Run 1, clock nets:
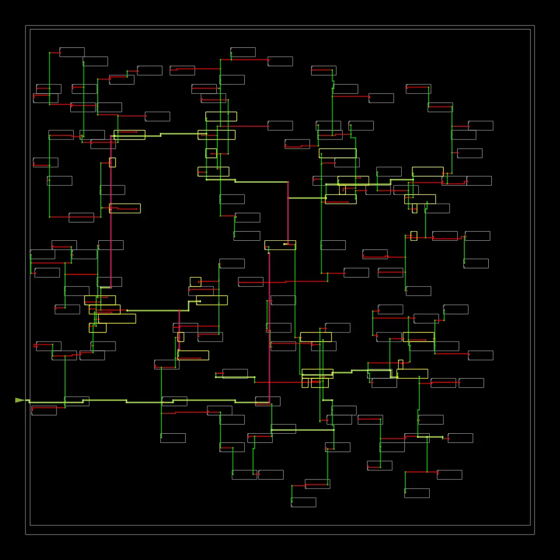
Run 1, local utilization:
Drawn at 2 px/um. The die is cut into 15 by 15 equal tiles; white is low, dark blue is high, 0 to 100% covered.
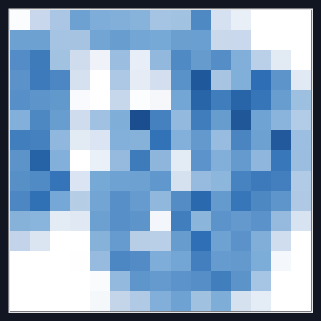
Run 1, met3 routing:
Drawn at 3 px/um. Cells faint in the background.
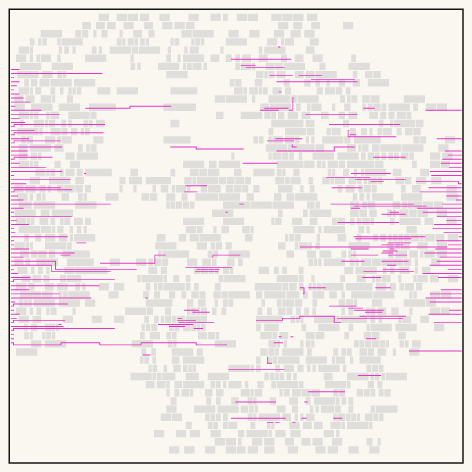
Run 1, clock network drawn from the DEF:
Drawn at 2 px/um.
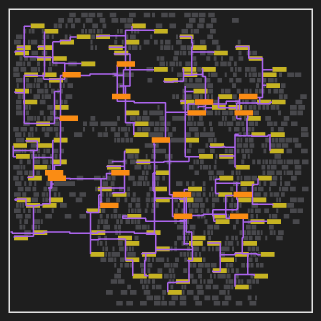
==> config.mk <==
export PLATFORM = sky130hd
export DESIGN_NAME = memc_sequencer_flat
export DESIGN_NICKNAME = d
export VERILOG_FILES = /design/src/rtl/memc_sequencer_if.sv /design/src/rtl/memc_sequencer.sv /design/src/flat_wrapper.sv
export SDC_FILE = /design/constraint.sdc
export NUM_CORES = 1
export LEC_CHECK = 0
export ABC_CLOCK_PERIOD_IN_PS = 2800
export CAP_MARGIN = 10
export CORE_UTILIZATION = 30
export DETAILED_ROUTE_END_ITERATION = 10
export PLACE_DENSITY = 0.65
export SLEW_MARGIN = 20
export SYNTH_ARGS = -nofsm -noshare
export SYNTH_HDL_FRONTEND = slang
export SYNTH_SLANG_ARGS = --single-unit
export TNS_END_PERCENT = 5
==> constraint.sdc <==
create_clock -name clk -period 2.8 [get_ports clk]
set_input_delay 0.84 -clock clk [delete_from_list [all_inputs] [get_ports clk]]
set_output_delay 0.84 -clock clk [all_outputs]
set_load 0.02 [all_outputs]
==> results.sh <==
# implementation run metrics
export IMPL_status="complete, no violations"
export IMPL_async_flop_share=0
export IMPL_globalRouteOverflowTotal=0
export IMPL_hold_path_class="register to register"
export IMPL_tool_warnings=28
export IMPL_cts_tree="yes"
export IMPL_chip_area_um2=22700
export IMPL_synth_cells_yosys=902
export IMPL_drc_errors=0
export IMPL_critical_path_arrival_ns=1.92
export IMPL_nNetsFinal=1197
export IMPL_ys_ff=115
export IMPL_worstPathRequired_ns=1.96
export IMPL_most_common_cell="nand2_1"
export IMPL_instances_no_fill=1370
export IMPL_drive_gt1_frac=0.0973
export IMPL_clkSlewWorstSetupHoldPaths_ns=0.05
export IMPL_crit_path_top_delay_cell="clkdlybuf4s50_1"
export IMPL_wire_per_inst_um=17.0
export IMPL_drt_iter0_drc=520
export IMPL_max_slew_margin_rel=0.536
export IMPL_fin_crit_ns=2.76
export IMPL_powerDensity_nw_per_um2=548
export IMPL_drv_cap=0
export IMPL_cts_hold_buffers=0
export IMPL_grt_pass1_wl_um=36800
export IMPL_ff2ff_setup_slack_ns=0.39
export IMPL_setup_viol=0
export IMPL_topCellsByArea="dfxtp_1, a21oi_1, nand2_1"
export IMPL_setup_tns_ns=0
export IMPL_drtPass1Iterations=5
export IMPL_lay_top_cells="nand2_1, clkdlybuf4s50_1, dfxtp_1, a21oi_1, nor2_1"
export IMPL_antenna_found_initial=1
export IMPL_synth_area_per_cell_um2=7.36
export IMPL_crit_family="buffers and inverters"
export IMPL_min_path_cells=2
export IMPL_fmax_mhz=362
export IMPL_fp_dieH_um=151
export IMPL_fillCellCount=2236
export IMPL_path_max_fanout=2
export IMPL_path_cells="clkdlybuf4s50_1, nand4b_1, clkinv_1, clkdlybuf4s15_2"
export IMPL_synth_cell_types=69
export IMPL_syn_to_final_growth_pct=43.7
export IMPL_leakagePower_uw=0.00369
export IMPL_grt_pass1_vias=6985
export IMPL_power_uw=5220
export IMPL_synth_cells=902
export IMPL_hold_viol_final=0
export IMPL_clock_path_buffers=2
export IMPL_htree_levels=4
export IMPL_crit_buf_inv=3
export IMPL_layout_cells_most_common="nand2_1"
export IMPL_logic_area_um2=4010
export IMPL_worstMarginPinSlew_ns=0.697
export IMPL_hpwl_um=16200
export IMPL_antenna_left=0
export IMPL_post_route_period_util=0.986
export IMPL_synth_area_yosys_um2=6640
export IMPL_slew_viol_final=0
export IMPL_dpl_cell_count=1337
export IMPL_regArea_um2=2300
export IMPL_worstSetupPathType="input pin to output pin"
export IMPL_vias_per_cell=5.41
export IMPL_syn_area_um2=6640
export IMPL_yosysSeqAreaShare=0.347
export IMPL_floorplan_nets=1022
export IMPL_top_area_frac=0.347
export IMPL_grt_max_degree=71
export IMPL_cp_end_kind="output pin"
export IMPL_portBuffers=184
export IMPL_yosys_area_top_type="dfxtp_1"
export IMPL_max_stage_delay_ns=0.54
export IMPL_yosys_top_cells_count="nand2_1, dfxtp_1, a21oi_1"
export IMPL_edf_count=0
export IMPL_dp_slack_ns=-0.305
export IMPL_die_size_x_um=151
export IMPL_synth_warnings=0
export IMPL_numCtsBuffers=17
export IMPL_rsz0062_at_grt="true"
export IMPL_grt_total_usage=0.207
export IMPL_gp_congestion=0.851
export IMPL_path_depth=4
export IMPL_vias=7413
export IMPL_crit_path_start_kind="input pin"
Notes on 'clock nets' above:
Sink Count: 115
FFs & Latches: 115
clk_buf instances: 21
Clock group: 2240 uW

Notes on 'local utilization' above:
nearly empty tiles: 14%
tiles over 75% full: 3.6%
fullest tile: 88%
Core Area: 21800 um^2
initial core utilization: 0.305
fin util: 0.438

Notes on 'met3 routing' above:
wire length on this layer: 2110 um
longest straight run: 48.8 um
share of all routed wire: 9.1%
drt total wl: 23300 um
met3 Usage GRT: 0.0621

Notes on 'clock network drawn from the DEF' above:
legend:
  orange:
    item: clock-net drivers
    count: 17
  yellow:
    item: flip-flops
    count: 115
  purple:
    item: clock wires
    length: 1910 um
flops lie: all over the die
routed clock nets: 18
Clock Power Share: 0.429
Clock Skews: 0.00957 ns
clk_lat worst skew: 0.41 ns

[run 1: final cells by class]
type | count | area share
Multi-Input combinational cell | 700 | 0.420
Sequential cell | 115 | 0.242
Timing Repair Buffer | 234 | 0.235
Clock buffer | 21 | 0.0483
Tap cell | 280 | 0.0368
Clock inverter | 10 | 0.0139
Inverter | 9 | 0.00354
Antenna cell | 1 | 0.000263
[run 1: report_power, final]
group / switching [uW] / leakage [uW] / internal (uW)
clock network: 805 / 0.000296 / 1440
logic: 548 / 0.00245 / 499
registers: 161 / 0.000944 / 1770
[run 1: worst register-to-register path: cells and delay by family, from the launching register on]
kind | cells | cell delay, ns
simple gates | 3 | 1.33
mux | 1 | 0.23
flops | 1 | 0.39
compound gates | 1 | 0.09
fa+ha+maj | 1 | 0.24
[run 1: cells by family (layout without fill, tap and decap cells)]
logic type               Yosys count  count (layout)  share of synthesized area
multiplexers                       7               7                     0.0106
adder cells (fa/ha/maj)            4               4                    0.00754
other                              0               1                          0
buffers and inverters             87             274                     0.0549
flip-flops                       115             115                      0.347
AND/OR/NAND/NOR                  402             402                      0.301
XOR/XNOR                           6               6                    0.00792
AND-OR/OR-AND                    281             281                      0.271
[run 1: repair_timing]
action / CTS / global route
endpoints found under the setup margin: 66 / 42
buffers inserted: 1 / 0
gates resized: 69 / 18
[run 1: metal layers]
layer	vias to the layer above	part of all wire	global-route usage
met4	0	0.012	0.0725
met5	-	0	0
met2	310	0.46	0.332
li1	3641	-	-
met3	21	0.091	0.0621
met1	3441	0.43	0.262
[run 1: through the flow]
stage          hold slack, ns  area (um^2)
2_1_floorplan           0.430         6640
3_3_place_gp            0.437         8980
3_5_place_dp            0.442         8980
4_1_cts                 0.450         9500
5_1_grt                 0.471         9530
6_report                0.448         9530
No activity file was given, so power comes from the tool's default toggle rates.
